## config.mk

```make
export PLATFORM = sky130hd
export DESIGN_NAME = crossing_scheduler
export DESIGN_NICKNAME = d
export VERILOG_FILES = /design/src/rtl/crossing_scheduler_pkg.sv /design/src/rtl/crossing_req_latch.sv /design/src/rtl/crossing_scheduler.sv
export SDC_FILE = /design/constraint.sdc
export NUM_CORES = 1
export LEC_CHECK = 0
export ABC_AREA = 1
export CAP_MARGIN = 20
export CORE_MARGIN = 3
export CORE_UTILIZATION = 53
export CTS_BUF_LIST = sky130_fd_sc_hd__clkbuf_8
export DETAILED_ROUTE_END_ITERATION = 10
export PLACE_DENSITY_LB_ADDON = 0.3
export SETUP_SLACK_MARGIN = 0.5
export SYNTH_ARGS = -nofsm -noshare
export SYNTH_HDL_FRONTEND = slang
export SYNTH_SLANG_ARGS = --single-unit
```

## constraint.sdc

```tcl
create_clock -name clock -period 2.1 [get_ports clock]
set_clock_uncertainty 0.1 [all_clocks]
set_input_delay 0.42 -clock clock [delete_from_list [all_inputs] [get_ports clock]]
set_output_delay 0.42 -clock clock [all_outputs]
set_load 0.005 [all_outputs]
```

## src/rtl/crossing_scheduler_pkg.sv

```systemverilog
// Shared definitions for the crossing scheduler: FSM encoding, sequencer
// light-pattern decode values, requester/mode encodings and a sizing helper.
package crossing_scheduler_pkg;

  // 3-bit FSM encoding; codes 6 and 7 are unused and recover to IDLE.
  typedef enum logic [2:0] {
    ST_IDLE  = 3'd0,
    ST_ARM   = 3'd1,
    ST_CROSS = 3'd2,
    ST_CLEAR = 3'd3,
    ST_GAP   = 3'd4,
    ST_FAULT = 3'd5
  } state_e;

  // Light patterns produced by the trafficlight sequencer.
  localparam logic [4:0] LS_ROAD_GREEN = 5'b01001;
  localparam logic [4:0] LS_SEQ_FIRST  = 5'b10010;
  localparam logic [4:0] LS_SEQ_LAST   = 5'b01110;

  // Crossing modes double as requester indices (0 = pedestrian, 1 = cyclist).
  localparam logic MODE_PED = 1'b0;
  localparam logic MODE_CYC = 1'b1;
  localparam int   NUM_REQ  = 2;

  function automatic int max3(input int a, input int b, input int c);
    int m;
    m = (a > b) ? a : b;
    return (m > c) ? m : c;
  endfunction

endpackage

```

## src/rtl/crossing_req_latch.sv

```systemverilog
// One requester's button latch: remembers a press until the scheduler
// starts serving it. Only a rising edge of the button creates a request,
// so a held button is a single request. A new press in the same cycle as
// the service clear keeps the request pending.
module crossing_req_latch (
  input  logic clock,
  input  logic reset,
  input  logic button,
  input  logic clear,
  output logic pending
);

  logic hist_q;
  logic pend_q, pend_d;
  logic rise;

  assign rise = button & ~hist_q;

  // Set beats clear so a press landing on the service edge is not lost.
  always_comb begin
    pend_d = rise | (pend_q & ~clear);
  end

  // Button history and pending bit.
  always_ff @(posedge clock) begin
    if (reset) begin
      hist_q <= 1'b0;
      pend_q <= 1'b0;
    end else begin
      hist_q <= button;
      pend_q <= pend_d;
    end
  end

  assign pending = pend_q;

endmodule

```

## src/rtl/crossing_scheduler.sv

```systemverilog
// Crossing request scheduler: latches pedestrian/cyclist requests, picks one
// round-robin, drives the sequencer start, follows the crossing through the
// sequencer's light pattern and enforces a road-green gap between crossings.
// A watchdog traps a sequencer that never starts or never finishes.
module crossing_scheduler
  import crossing_scheduler_pkg::*;
#(
  parameter int GAP_CYCLES    = 16,
  parameter int START_TIMEOUT = 8,
  parameter int SEQ_TIMEOUT   = 16
) (
  input  logic       clock,
  input  logic       reset,
  input  logic       ped_button,
  input  logic       cyc_button,
  input  logic [4:0] lightseq,
  output logic       start,
  output logic       crossing_mode,
  output logic       ped_wait,
  output logic       cyc_wait,
  output logic       busy,
  output logic       fault
);

  localparam int CNT_MAX = max3(GAP_CYCLES, START_TIMEOUT, SEQ_TIMEOUT);
  localparam int CNT_W   = (CNT_MAX > 1) ? $clog2(CNT_MAX) : 1;

  // Counter reload values: each phase ends when the counter is at 0, so a
  // phase of N cycles loads N-1 on entry.
  localparam logic [CNT_W-1:0] LD_ARM   = CNT_W'(START_TIMEOUT - 1);
  localparam logic [CNT_W-1:0] LD_CROSS = CNT_W'(SEQ_TIMEOUT - 1);
  localparam logic [CNT_W-1:0] LD_GAP   = CNT_W'(GAP_CYCLES - 1);

  state_e             state_q, state_d;
  logic [CNT_W-1:0]   cnt_q, cnt_d;
  logic               mode_q, mode_d;
  logic               last_q, last_d;
  logic               grant;

  logic [NUM_REQ-1:0] btn;
  logic [NUM_REQ-1:0] pend;
  logic [NUM_REQ-1:0] clr;

  // Requester index equals its mode encoding.
  assign btn = {cyc_button, ped_button};

  for (genvar i = 0; i < NUM_REQ; i++) begin : g_req
    crossing_req_latch u_latch (
      .clock   (clock),
      .reset   (reset),
      .button  (btn[i]),
      .clear   (clr[i]),
      .pending (pend[i])
    );
  end

  // Round-robin pick: a lone request wins, a tie goes to whoever was not
  // served last.
  always_comb begin
    if (pend[MODE_PED] && pend[MODE_CYC]) grant = ~last_q;
    else                                  grant = pend[MODE_CYC];
  end

  // Next state, shared counter and mode bookkeeping. Exit conditions are
  // checked before the counter so a late-but-valid pattern still advances.
  always_comb begin
    state_d = state_q;
    cnt_d   = (cnt_q != '0) ? cnt_q - 1'b1 : '0;
    mode_d  = mode_q;
    last_d  = last_q;
    case (state_q)
      ST_IDLE: begin
        if (|pend) begin
          state_d = ST_ARM;
          mode_d  = grant;
          last_d  = grant;
        end
      end
      ST_ARM: begin
        if (lightseq == LS_SEQ_FIRST) state_d = ST_CROSS;
        else if (cnt_q == '0)         state_d = ST_FAULT;
      end
      ST_CROSS: begin
        if (lightseq == LS_SEQ_LAST) state_d = ST_CLEAR;
        else if (cnt_q == '0)        state_d = ST_FAULT;
      end
      ST_CLEAR: begin
        if (lightseq == LS_ROAD_GREEN) state_d = ST_GAP;
      end
      ST_GAP: begin
        if (cnt_q == '0) state_d = ST_IDLE;
      end
      ST_FAULT: begin
        state_d = ST_FAULT;
      end
      default: begin
        state_d = ST_IDLE;
      end
    endcase

    // The one counter is reused by every timed phase, so reload on entry.
    if (state_d != state_q) begin
      case (state_d)
        ST_ARM:   cnt_d = LD_ARM;
        ST_CROSS: cnt_d = LD_CROSS;
        ST_GAP:   cnt_d = LD_GAP;
        default:  cnt_d = '0;
      endcase
    end
  end

  // The served request is retired as the sequencer confirms the crossing.
  always_comb begin
    for (int i = 0; i < NUM_REQ; i++) begin
      clr[i] = (state_q == ST_ARM) && (state_d == ST_CROSS) && (mode_q == 1'(i));
    end
  end

  // State register; last_mode starts at cyclist so the first tie serves
  // the pedestrian.
  always_ff @(posedge clock) begin
    if (reset) begin
      state_q <= ST_IDLE;
      cnt_q   <= '0;
      mode_q  <= MODE_PED;
      last_q  <= MODE_CYC;
    end else begin
      state_q <= state_d;
      cnt_q   <= cnt_d;
      mode_q  <= mode_d;
      last_q  <= last_d;
    end
  end

  assign start         = (state_q == ST_ARM);
  assign busy          = (state_q == ST_ARM) || (state_q == ST_CROSS) || (state_q == ST_CLEAR);
  assign fault         = (state_q == ST_FAULT);
  assign crossing_mode = mode_q;
  assign ped_wait      = pend[MODE_PED];
  assign cyc_wait      = pend[MODE_CYC];

endmodule

```

**Zoomed window**

Window x 21 to 46, y 21 to 46 um. Cells in gray, sequential cells in the stronger gray; small squares are vias.
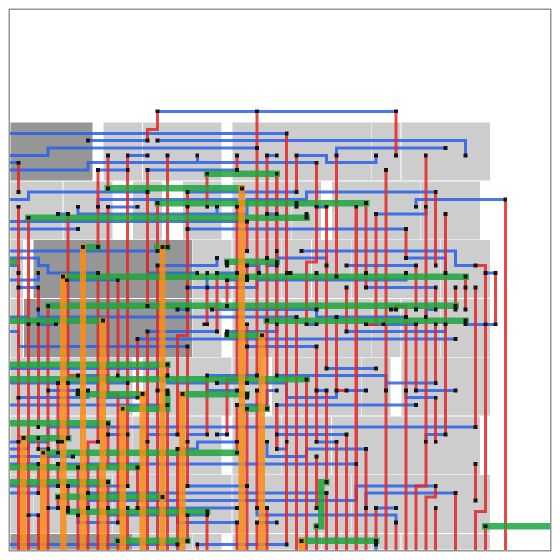
| layer | color |
|---|---|
| metal 4 | orange |
| metal 1 | blue |
| metal 3 | green |
| metal 2 | red |
sequential cells in the window: 3
cells with their middle in the window: 47
netlist names of flops here include: cnt_q (3)
most frequent: nand2_1 (5), inv_1 (4), nor2_4 (4)

**Met1 routing**

(6 px per um)
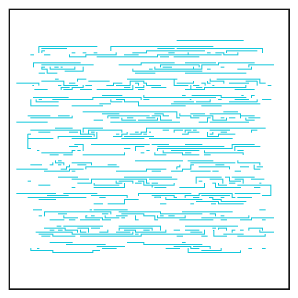
main direction: horizontal
nets with wire on the layer: 155
wire length on this layer: 1360 um
longest straight run: 19.8 um

==> run notes <==
impl run done, here's what came out: area growth from synthesis to final layout 55.86%, Total GRT Usage 0.3254, flip-flop and latch count 13, Setup crit end cnt_q[0], max incr delay on CP between 300 and 400 ps, DR pass1 iterations 4, IO buf count 14, CP delay by family, top simple AND/OR/NAND/NOR gates, Yosys cell types 22, Util after Layout 0.9523, Rows 13, Top-area cell share 0.3010, Mux cell area share 0, Vias per Instance 6.599, status finished, final reports clean, Remaining Overflow, GRT 0, Reg-to-Reg Start cnt_q[3], Adder Share, Synth 0, Clock-cell share 0.03343, arrival time worst endpoint 1900 ps, unrepaired setup endpoints after global routing true, Max transition margin 0.8088, Area contributors post-synth dfxtp_1, nand2_1, inv_1, syn_nets approximately 140, number of CTS-inserted buffers 3, max-cap viol count 0, Synth async-reset ratio 0, Critical path buffers and inverters 0, P per Cell Area roughly 1200 nW/um2, Fin. Hold Viols 0, clk latency late pin roughly 250 ps, Clock Path Buffers 2, Leak 0.6359 nW, share of cells above drive strength 1 0.5669, post-synthesis sequential area ratio 0.3010, Reg2Reg Depth 11, residual DRC count 0, uppermost layer routed met4, final non-filler cell total 172, min Tclk post-route about 1800 ps, CTS tree done, Init Core Util 0.6110, # diodes 0, Log Warnings 28, CTS Root Cell clkbuf_8, met1 WL 1362 um, antenna violations before repair 0, post-CTS setup buffer count 8, CP dominant cell by count nand2_2, pre-CTS setup slack -137.9 ps, Post-synth EDFFs 0, slew of the pin with the lowest slew margin between 200 and 300 ps, DR WL/cell roughly 22 um, hold bufs inserted after CTS 0, Max VDD drop 1.042 mV, Die H 46.39 um, Gate Area around 710 um2, die area 2152 um2, hold crit path type flip-flop to flip-flop, worst hold path startpoint g_req[0].u_latch.hist_q, Comb gates approximately 92, ao+oa area frac 0.1433, startpoint class of the critical path flip-flop, Filler cells 35, top_reg_cell synth dfxtp_1, Post-Syn Instances roughly 130, Inverters 21, placer congestion estimate 0.8409, dpl cell area between 1000 and 1500 um2, half-perimeter wire length after placement between 1500 and 2000 um, design area ~1300 um2, Seq area share 0.2061, most frequent cells in the layout nand2_1, inv_1, nand2_2, buf_4, nor2_1, buffers outside the clock class 27, CP Max Fanout 4
**Register map, names as in the netlist**

(10 px per um) Other sequential cells in the stronger gray, the rest of the logic in the fainter gray.
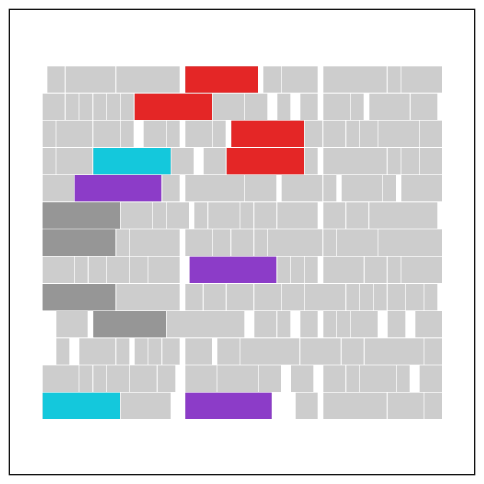
| signal | color | sequential cells |
|---|---|---|
| g_req.u_latch.pending | cyan | 2 |
| cnt_q | red | 4 |
| state_q | purple | 3 |

-- power by group --
part	internal, mW	leakage (nW)	switching [mW]
sequential	0.308	0.111	0.0714
combinational	0.389	0.498	0.640
clock	0.129	0.0269	0.0950
total	0.827	0.636	0.806
-- worst min-delay path by stage --
stage	endpoint	slack, ps	cells past startpoint
3_5_place_dp	g_req[0].u_latch.pending	330	1
2_1_floorplan	g_req[0].u_latch.pending	310	1
4_1_cts	g_req[0].u_latch.pending	340	1
3_3_place_gp	g_req[0].u_latch.pending	320	1
6_report	g_req[0].u_latch.pending	340	1
5_1_grt	g_req[0].u_latch.pending	370	1
No activity file was given, so power comes from the tool's default toggle rates.
